`src/rtl/pc_sequencer.sv`:
```
// pc_sequencer: fetch PC with step/redirect/stall/call/ret; optional return-address stack via PC_SEQ_RAS_EN
module pc_sequencer #(
  parameter int WIDTH = 21,
  parameter int STEP = 4,
  parameter logic [WIDTH-1:0] RESET_VECTOR = '0,
  parameter int RAS_DEPTH = 4
) (
  input  logic                         clk,
  input  logic                         rst,
  input  logic                         stall,
  input  logic                         redirect_valid,
  input  logic [WIDTH-1:0]             redirect_target,
  input  logic                         call,
  input  logic [WIDTH-1:0]             call_target,
  input  logic                         ret,
  output logic [WIDTH-1:0]             pc_out,
  output logic [WIDTH-1:0]             pc_plus,
  output logic                         ret_miss,
  output logic [$clog2(RAS_DEPTH):0]   ras_count
);
  logic             has;
  logic [WIDTH-1:0] top;
  assign pc_plus = pc_out + WIDTH'(STEP);
`ifdef PC_SEQ_RAS_EN
  localparam int PW = $clog2(RAS_DEPTH);
  localparam int CW = PW + 1;
  logic [WIDTH-1:0] ras [RAS_DEPTH];
  logic [PW-1:0]    ptr;
  logic [PW-1:0]    top_idx;
  assign top_idx = ptr - 1'b1;
  assign has     = ras_count != '0;
  assign top     = ras[top_idx];
  // circular stack: push overwrites oldest when full, tail call rewrites top in place
  always_ff @(posedge clk) begin
    if (rst) begin
      ptr       <= '0;
      ras_count <= '0;
    end else if (!redirect_valid && !stall) begin
      if (call && ret && has) ras[top_idx] <= pc_plus;
      else if (call) begin
        ras[ptr]  <= pc_plus;
        ptr       <= ptr + 1'b1;
        ras_count <= (ras_count == CW'(RAS_DEPTH)) ? ras_count : ras_count + 1'b1;
      end else if (ret && has) begin
        ptr       <= top_idx;
        ras_count <= ras_count - 1'b1;
      end
    end
  end
`else
  assign has       = 1'b0;
  assign top       = '0;
  assign ras_count = '0;
`endif
  // PC update with priority reset > redirect > stall > call/ret > sequential
  always_ff @(posedge clk) begin
    if (rst) begin
      pc_out   <= RESET_VECTOR;
      ret_miss <= 1'b0;
    end else if (redirect_valid) begin
      pc_out   <= redirect_target;
      ret_miss <= 1'b0;
    end else if (stall) begin
      ret_miss <= 1'b0;
    end else begin
      pc_out   <= call ? call_target : (ret && has) ? top : pc_plus;
      ret_miss <= ret && !call && !has;
    end
  end
endmodule

```
`config.mk`:
```
export PLATFORM = sky130hd
export DESIGN_NAME = pc_sequencer
export DESIGN_NICKNAME = d
export VERILOG_FILES = /design/src/rtl/pc_sequencer.sv
export SDC_FILE = /design/constraint.sdc
export NUM_CORES = 1
export LEC_CHECK = 0
export CAP_MARGIN = 10
export CORE_ASPECT_RATIO = 2
export CORE_MARGIN = 5
export CORE_UTILIZATION = 30
export CTS_CLUSTER_DIAMETER = 30
export CTS_CLUSTER_SIZE = 10
export DETAILED_ROUTE_END_ITERATION = 8
export PLACE_DENSITY = 0.64
export RECOVER_POWER = 50
export REMOVE_ABC_BUFFERS = 1
export SLEW_MARGIN = 40
export SYNTH_ARGS = -nofsm -noshare
export SYNTH_HDL_FRONTEND = slang
export SYNTH_SLANG_ARGS = --single-unit
```
`constraint.sdc`:
```
create_clock -name clk -period 2.4 [get_ports clk]
set_input_delay 0.6 -clock clk [delete_from_list [all_inputs] [get_ports clk]]
set_output_delay 0.6 -clock clk [all_outputs]
set_load 0.05 [all_outputs]
```
Run 1, the clock network:
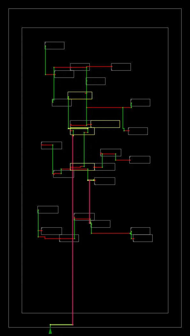
clock buffer count: 3
Clock group: 0.478 mW
flip-flops: 22

Run 1, signal wires on met4:
Scale: 4 px per um. Supply wires on this layer in gray. Cells faint in the background.
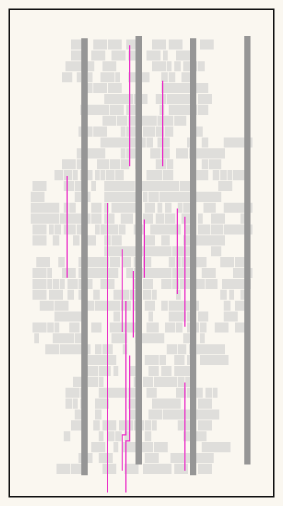
nets with wire on the layer = 12
longest straight run = 72.1 um

Run 1, M3 wires:
Scale: 4 px per um. Cells faint in the background.
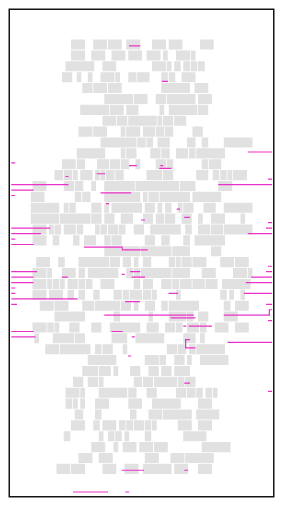
wire length on this layer = 271 um
main direction = horizontal
longest straight run = 22.1 um

==> impl_metrics.py, run 1 <==
# Generated from Yosys and OpenROAD reports
metrics = {
    "placed_design": {
        "dpl-instance-area_um2": 3100,
        "io_buffers": 90,
        "routabilityCongestion": 0.881,
        "dp_slack_ns": 0.148,
        "dp_hpwl_um": 5690,
        "place_inst": 428,
    },
    "synthesis": {
        "synthArstFlopShare": 0,
        "post-synth-top-area-cell": "dfxtp_1",
        "ys.flops": 22,
        "yosys_warnings": 0,
        "postSynthCellCount": 249,
        "synth.top_cell.area_share": 0.236,
        "synth_cell_types": 52,
        "syn_avg_cell_area_um2": 7.49,
        "ff_type": "dfxtp_1",
        "ys_chip_area_um2": 1870,
        "edf_count": 0,
        "topCellsByArea": "dfxtp_1, a21oi_1, o21ai_0",
        "yosys-stat-cells": 249,
        "synth.most_common_cell": "a21oi_1",
        "ys_seq_share": 0.236,
    },
    "critical_path": {
        "path_cells": "nand4_4 -> nor4_4 -> xor2_1 -> buf_12",
        "rr_startpoint": "pc_out[7]",
        "r2r_cells": 6,
        "worst_setup_path_end_kind": "output pin",
        "cp_max_fo": 6,
        "crit_type": "flop to output pin",
        "slowest_delay_ns": 0.44,
        "arrival_ns": 1.76,
    },
    "layout": {
        "lay_top_cells": "clkdlybuf4s50_1, buf_4, a21oi_1, o21ai_0, nand2_1",
        "design_area_um2": 3280,
        "lay_top_count": "clkdlybuf4s50_1",
        "n_antenna_cell": 0,
        "final_util": 0.541,
        "layout.nets": 404,
    },
    "clock_network": {
        "path_clk_slew_ns": 0.07,
        "numCtsBuffers": 3,
        "cts_setup_buffers": 4,
        "tritoncts": "done",
        "clk_latency_ns": 0.26,
        "htreeDepth": 1,
        "cts_root_buf": "clkbuf_16",
        "clock_sink_count": 22,
        "cts_hold_buf": 0,
    },
    "die": {
        "dieArea_um2": 7990,
        "ioPinCount": 94,
        "die_w_um": 65.8,
        "fp-utilization": 0.308,
        "die_h_um": 122,
        "core_area_um2": 6060,
    },
    "hold_path": {
        "hp-class": "flop to flop",
        "holdCritStartpoint": "pc_out[9]",
        "whs_path_depth": 2,
    },
    "final_timing": {
        "worstMarginPinSlew_ns": 0.655,
        "finalCritPeriodShare": 0.981,
        "holdWs_ns": 0.534,
        "maxSlewHeadroom": 0.565,
        "fmax_ghz": 0.425,
        "slew_viol_final": 0,
        "period_needed_ns": 2.36,
        "fin_worst_skew_ns": 0.00569,
        "setup_viol": 0,
        "fin_ws_ns": 0.0449,
        "setup_tns_ns": 0,
    },
    "run_status": {
        "status": "finished, final reports clean",
    },
    "power_and_ir_drop": {
        "max-vdd-ir-drop_v": 0.000292,
        "p_leak_nw": 1.32,
        "total_power_mw": 1.58,
        "p_per_area_nw_per_um2": 483,
    },
    "global_routing": {
        "grt_pass1_vias": 2288,
        "overflow": 0,
        "grt_max_degree": 29,
        "antenna_found_initial": 0,
        "grt_pass1_wl_um": 11000,
        "grtUsageTotal": 0.178,
    },
    "routing": {
        "via_per_inst": 5.26,
        "vias": 2306,
        "wl_um": 7210,
        "wl_per_cell_um": 16.5,
        "drt_iter0_markers": 90,
        "drc": 0,
        "first_pass_iters": 4,
    },
}
==> run 1: final cells by class <==
cell class                      count  area [um2]
Timing Repair Buffer              125        1260
Clock inverter                      1        30.0
Sequential cell                    22         453
Fill cell                         567        2780
Tap cell                           84         105
Clock buffer                        3        75.1
Multi-Input combinational cell    195        1320
Inverter                            8        30.0
==> run 1: cells by family (layout without fill, tap and decap cells) <==
group	count (synthesis)	in the layout	synth area share
mux	4	4	0.0215
fa+ha+maj	1	1	0.00671
other cells	1	3	0.00201
xor+xnor	14	14	0.0657
simple gates	87	87	0.277
compound gates	86	86	0.300
buf+inv	34	137	0.0912
flops	22	22	0.236
==> run 1: registers in the layout, summed over array words and instances, names as in the netlist <==
| name | count |
|---|---|
| ret_miss | 1 |
| pc_out | 21 |
==> run 1: path summary, 6_finish.rpt <==
| kind | endpoint | slack, ns |
|---|---|---|
| min | pc_out[9] | 0.53 |
| max reg2reg | pc_out[20] | 0.74 |
| min reg2reg | pc_out[9] | 0.53 |
| max | pc_plus[18] | 0.04 |
==> run 1: per-layer routing <==
layer,up-vias,GRT usage,share of wire
met1,1089,0.176,0.35
met5,-,0,0
met3,25,0.0148,0.037
met4,0,0.116,0.048
li1,1118,-,-
met2,74,0.337,0.57
==> run 1: power by group <==
group          leakage (nW)  switching, mW  internal [mW]
logic                  1.08          0.385          0.284
clock network        0.0511          0.147          0.332
registers             0.185         0.0382          0.395
total                  1.32          0.570           1.01
==> run 1: critical path, delay by kind of cell (launching register included) <==
| family | cells | cell delay [ns] |
|---|---|---|
| flops | 1 | 0.40 |
| buf+inv | 1 | 0.18 |
| xor+xnor | 1 | 0.28 |
| simple gates | 2 | 0.64 |
--- run 2 (diff from run 1) ---
==> constraint.sdc (replaced) <==
create_clock -name clk -period 3 [get_ports clk]
set_input_delay 0.75 -clock clk [delete_from_list [all_inputs] [get_ports clk]]
set_output_delay 0.75 -clock clk [all_outputs]
set_load 0.05 [all_outputs]
Run 2, placement by cell class:
Scale: 6 px per um.
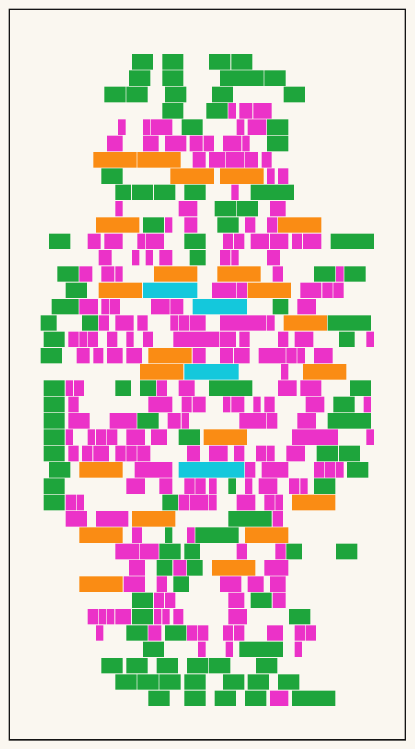
orange -> flops  # cells 22, share of their area 15%
green -> other buffers and delay cells  # cells 102, share of their area 37%
magenta -> combinational and other logic  # cells 203, share of their area 45%
cyan -> clock drivers and dummy loads  # cells 4, share of their area 3.6%
final core occ: 0.501
floorplan row count: 40
core footprint: 6060 um2
post-route cell area: 3030 um2

==> run 2 against run 1 <==
Flip-flop count did not move. Global-route usage fell by 0.42 points. First-iteration DRC count rose by 20%. Sequential share of layout area rose by 0.69 points. Core utilization fell by 4.0 points. Design area fell by 7.4%. Register-to-register slack improved by 0.43 ns. Critical path depth fell by 1. Combinational power fell by 28%. Clock power fell by about 20%. Synthesized cell count did not move. Synthesized area did not move. Critical endpoint is now pc_plus[5]. Largest power group unchanged. Highest routed layer unchanged.
==> impl_metrics.py, run 2 <==
# Generated from Yosys and OpenROAD reports
metrics = {
    "power_and_ir_drop": {
        "p_per_area_nw_per_um2": 404,
        "switching_share": 0.362,
        "pg_clk_mw": 0.382,
        "max-vdd-ir-drop_v": 0.000403,
        "combPwrFrac": 0.396,
        "p_leak_nw": 1.22,
        "internal_power_mw": 0.782,
        "pg_comb_mw": 0.485,
        "p_switching_mw": 0.444,
        "pwr-share-seq": 0.293,
        "clkPwrFrac": 0.311,
    },
    "clock_network": {
        "htreeDepth": 1,
        "clock_sink_count": 22,
        "cts_root_buf": "clkbuf_16",
        "cts_setup_buffers": 0,
        "clk_latency_ns": 0.26,
        "tritoncts": "done",
        "numCtsBuffers": 3,
    },
    "routing": {
        "via_per_inst": 5.20,
        "drt_iter0_markers": 108,
        "wl_um": 7030,
        "first_pass_iters": 4,
        "drc": 0,
        "wl_per_cell_um": 16.9,
    },
    "layout": {
        "n_antenna_cell": 0,
        "reg.largest.list": "pc_out (21), ret_miss (1)",
        "lay_top_count": "clkdlybuf4s50_1",
        "fillers": 600,
        "lay_top_cells": "clkdlybuf4s50_1, a21oi_1, dfxtp_1, o21ai_0, nand2_1",
        "regMostFlops": "pc_out",
        "largest_reg_flops": 21,
    },
    "synthesis": {
        "synthMuxAreaShare": 0.0215,
        "synth.top_cell.area_share": 0.236,
        "postSynthCellCount": 249,
        "synth.most_common_cell": "a21oi_1",
        "yosys-stat-cells": 249,
        "ys_sh_xor": 0.0657,
        "post-synth-top-area-cell": "dfxtp_1",
        "logic_family": "AND-OR/OR-AND gates",
        "ff_type": "dfxtp_1",
        "ys_chip_area_um2": 1870,
        "yosys_warnings": 0,
        "ys_sh_aoi": 0.300,
        "edf_count": 0,
        "simple_gate_area_frac": 0.277,
        "synth_cell_types": 52,
        "ys.flops": 22,
        "topCellsByArea": "dfxtp_1, a21oi_1, o21ai_0",
        "synthArstFlopShare": 0,
        "ys_seq_share": 0.236,
        "synthAdderAreaFrac": 0.00671,
    },
    "final_timing": {
        "finalCritPeriodShare": 0.929,
        "setup_tns_ns": 0,
        "fin_worst_skew_ns": 0.00513,
        "fmax_ghz": 0.359,
        "setup_viol": 0,
        "worstMarginPinSlew_ns": 0.728,
        "period_needed_ns": 2.79,
    },
    "critical_path": {
        "critical_path_depth": 3,
        "arrival_ns": 2.04,
        "setup.worst_path.end": "pc_plus[5]",
        "r2r_cells": 5,
        "slowest_delay_ns": 0.85,
        "path_cells": "nand3_1 -> xnor2_1 -> clkdlybuf4s50_1",
        "rr_startpoint": "pc_out[6]",
        "r2r_slack_ns": 1.17,
        "cp_num_buf_inv": 1,
        "regToRegEndpoint": "pc_out[11]",
        "critPathTopFamily": "buffers and inverters",
    },
    "die": {
        "die_h_um": 122,
        "fp-utilization": 0.308,
        "dieArea_um2": 7990,
        "die_w_um": 65.8,
    },
    "global_routing": {
        "grtUsageTotal": 0.174,
        "grt_pass1_vias": 2232,
        "met3_usage": 0.0176,
        "top_usage_layer": "met2",
        "grt_pass1_wl_um": 10800,
        "grtUsageMet2": 0.355,
        "overflow": 0,
        "grt_max_degree": 20,
    },
    "placed_design": {
        "routabilityCongestion": 0.832,
        "io_buffers": 90,
        "place_inst": 411,
    },
    "run_status": {
        "status": "finished, final reports clean",
    },
    "hold_path": {
        "whs_path_depth": 2,
        "hp-class": "flop to flop",
    },
}
[run 2: cell types whose count changed in the layout (fill, tap and decap cells not counted), sizes merged]
cell and delta:
buf -24, clkdlybuf4s50 -1, dlymetal6s2s +1, dlygate4sd3 +7, clkbuf -6
[run 2: through the flow]
| stage | hold WS, ns | total power, mW | setup WS [ns] | utilization |
|---|---|---|---|---|
| 4_1_cts | 0.570 | 1.24 | 0.0378 | 0.499 |
| 3_5_place_dp | 0.559 | 0.857 | 0.332 | 0.482 |
| 6_report | 0.566 | 1.23 | 0.213 | 0.501 |
| 3_3_place_gp | 0.551 | 0.853 | 0.341 | 0.482 |
| 2_1_floorplan | 0.767 | 0.623 | -0.152 | - |
| 5_1_grt | 0.585 | 1.27 | 0.0540 | 0.501 |
[run 2: worst min-delay path: cells and delay by family, from the launching register on]
kind	cells	cell delay, ns
AND-OR/OR-AND	1	0.06
buffers and inverters	1	0.10
flip-flops	1	0.36
[run 2: worst min path at each step]
stage	start	endpoint	slack, ns
floorplan	pc_out[9]	pc_out[9]	0.77
global placement	pc_out[9]	pc_out[9]	0.55
detailed placement	pc_out[9]	pc_out[9]	0.56
CTS	pc_out[9]	pc_out[9]	0.57
global route	pc_out[9]	pc_out[9]	0.59
finish	pc_out[9]	pc_out[9]	0.57
[run 2: area by class of cell]
type,instances,area share
multi-input cells,195,0.421
repair buffers,102,0.355
flip-flops and latches,22,0.145
well taps,84,0.0347
clock buffers,3,0.0248
clock inverters,1,0.00990
inverters,8,0.00990
[run 2: routing by layer]
layer	up-vias	wire length [um]	part of all wire
li1	1073	-	-
met5	-	0	0
met2	56	4180	0.59
met4	0	182	0.026
met3	12	257	0.037
met1	1015	2410	0.34
--- run 3 (diff from run 2) ---
--- a/config.mk
+++ b/config.mk
@@ -7,12 +7,11 @@
 export LEC_CHECK = 0
 export CAP_MARGIN = 10
 export CORE_ASPECT_RATIO = 2
-export CORE_MARGIN = 5
-export CORE_UTILIZATION = 30
+export CORE_UTILIZATION = 40
 export CTS_CLUSTER_DIAMETER = 30
 export CTS_CLUSTER_SIZE = 10
 export DETAILED_ROUTE_END_ITERATION = 8
-export PLACE_DENSITY = 0.64
+export PLACE_DENSITY = 0.81
 export RECOVER_POWER = 50
 export REMOVE_ABC_BUFFERS = 1
 export SLEW_MARGIN = 40
Run 3, signal wires on met4:
Scale: 4 px per um. Supply wires on this layer in gray. Cells faint in the background.
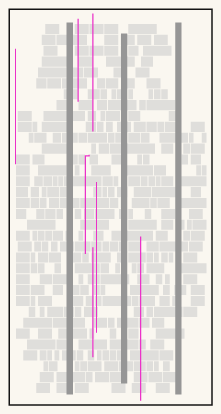
nets with wire on the layer = 7
longest straight run = 40.8 um
share of all routed wire = 3.4%
detailed-route via count: 2184
total wire length: 6170 um

==> run 3 against run 2 <==
Sequential share of layout area is 0.51 points higher. Non-clock buffer count stayed put. Routed wire length is 12% lower. Clock power is 41% lower. Global-route usage is 8.8 points higher. Maximum frequency is 1.4% lower. Register-to-register slack worse by 0.02 ns. Core utilization is 16 points higher. Clock skew is 0.0041 ns lower. Critical path type unchanged. Critical endpoint is now pc_plus[16]. Highest routed layer unchanged.
==> impl_metrics.py, run 3 <==
# Generated from Yosys and OpenROAD reports
metrics = {
    "synthesis": {
        "topCellsByArea": "dfxtp_1, a21oi_1, o21ai_0",
        "yosys-stat-cells": 249,
        "postSynthCellCount": 249,
        "post-synth-top-area-cell": "dfxtp_1",
        "synthMuxAreaShare": 0.0215,
        "syn_avg_cell_area_um2": 7.49,
        "logic_family": "AND-OR/OR-AND gates",
        "synthAdderAreaFrac": 0.00671,
        "ys.flops": 22,
        "synth.top_cell.area_share": 0.236,
        "ys_sh_xor": 0.0657,
        "yosys_warnings": 0,
        "synth.most_common_cell": "a21oi_1",
        "simple_gate_area_frac": 0.277,
        "ys_sh_aoi": 0.300,
        "edf_count": 0,
    },
    "critical_path": {
        "crit_type": "flop to output pin",
        "slowest_delay_ns": 0.45,
        "worst_setup_path_end_kind": "output pin",
        "cp_max_fo": 7,
        "arrival_ns": 2.08,
        "path_cells": "ha_1 -> nand3_4 -> nor4_2 -> xor2_1 -> buf_12",
    },
    "clock_network": {
        "cts_root_buf": "clkbuf_8",
        "cts_setup_buffers": 0,
        "cts_hold_buf": 0,
        "tritoncts": "done",
        "clock_sink_count": 22,
        "htreeDepth": 1,
        "clk_latency_ns": 0.27,
    },
    "layout": {
        "layout.nets": 381,
        "reg.largest.list": "pc_out (21), ret_miss (1)",
        "lay_top_cells": "clkdlybuf4s50_1, a21oi_1, dfxtp_1, o21ai_0, nand2_1",
        "layout.area.comb_um2": 1260,
        "fillers": 402,
        "largest_reg_flops": 21,
        "design_area_um2": 2930,
        "n_antenna_cell": 0,
        "regMostFlops": "pc_out",
        "flop_area_um2": 440,
    },
    "global_routing": {
        "antenna_found_initial": 0,
        "grt_pass1_wl_um": 10100,
        "grt_pass1_vias": 2141,
        "grtUsageMet2": 0.490,
        "top_usage_layer": "met2",
        "grt_max_degree": 21,
        "grtUsageTotal": 0.262,
        "met1_usage": 0.286,
        "met3_usage": 0.0216,
        "overflow": 0,
    },
    "routing": {
        "wl_met2_um": 3420,
        "via_per_inst": 5.67,
        "route.layer.met1.wl_um": 2320,
        "first_pass_iters": 4,
        "wl_per_cell_um": 16.0,
        "drt_iter0_markers": 75,
    },
    "power_and_ir_drop": {
        "total_power_mw": 1.07,
        "p_leak_nw": 1.17,
        "max-vdd-ir-drop_v": 0.000281,
    },
    "final_timing": {
        "setup_tns_ns": 0,
        "worstMarginPinSlew_ns": 0.682,
        "fin_worst_skew_ns": 0.00108,
        "fmax_ghz": 0.354,
        "finalCritPeriodShare": 0.942,
        "maxSlewHeadroom": 0.545,
        "fin_ws_ns": 0.173,
    },
    "placed_design": {
        "routabilityCongestion": 0.926,
        "dpl-instance-area_um2": 2880,
        "dp_slack_ns": 0.298,
        "place_inst": 381,
        "io_buffers": 90,
    },
    "die": {
        "fp-utilization": 0.422,
        "core_area_um2": 4420,
        "die_h_um": 98.6,
        "rows": 34,
        "dieArea_um2": 4960,
        "die_w_um": 50.3,
        "ioPinCount": 94,
    },
    "run_status": {
        "status": "finished, final reports clean",
    },
}
==> run 3: cell counts after synthesis <==
Identical to the previous run, type by type.
==> run 3: cells by family (layout without fill, tap and decap cells) <==
logic type	count (synthesis)	count (layout)
AOI/OAI and AO/OA	86	86
muxes	4	4
DFF	22	22
and+or+nand+nor	87	87
other	1	3
adders and majority gates	1	1
buffers and inverters	34	114
xor gates and xnor gates	14	14
==> run 3: path summary, 6_finish.rpt <==
| path | startpoint | to | slack, ns | depth (start not counted) |
|---|---|---|---|---|
| max | pc_out[2] | pc_plus[16] | 0.17 | 5 |
| min | pc_out[9] | pc_out[9] | 0.58 | 2 |
| max reg2reg | pc_out[2] | pc_out[16] | 1.15 | 5 |
| min reg2reg | pc_out[9] | pc_out[9] | 0.58 | 2 |
==> run 3: through the flow <==
step / hold WS [ns] / util
4_1_cts: 0.584 / 0.663
6_report: 0.584 / 0.662
5_1_grt: 0.608 / 0.662
2_1_floorplan: 0.767 / -
3_5_place_dp: 0.564 / 0.651
3_3_place_gp: 0.542 / 0.651
==> run 3: cell type report <==
class,instances,share of cell area
sequential,22,0.150
clock buffer,4,0.0188
tap,54,0.0231
inverter,8,0.0102
timing repair buffer,102,0.366
multi-input combinational,195,0.432
==> run 3: repair_timing <==
action	CTS	global route
pin swaps	0	1
setup endpoints to repair	1	3
resized	1	1
endpoints found under the hold margin	0	0
==> run 3: worst max-delay path: cells and delay by family (launching register included) <==
kind                     cells  cell delay [ns]
XOR/XNOR                     1             0.28
buffers and inverters        1             0.17
AND/OR/NAND/NOR              2             0.57
adder cells (fa/ha/maj)      1             0.33
flip-flops                   1             0.45
==> run 3: power by group <==
group	total (mW)	internal (mW)	switching [mW]	leakage, nW
registers	0.356	0.314	0.0427	0.182
clock network	0.227	0.117	0.109	0.0288
logic	0.485	0.203	0.282	0.963
Power is estimated from default activity; no workload was simulated.
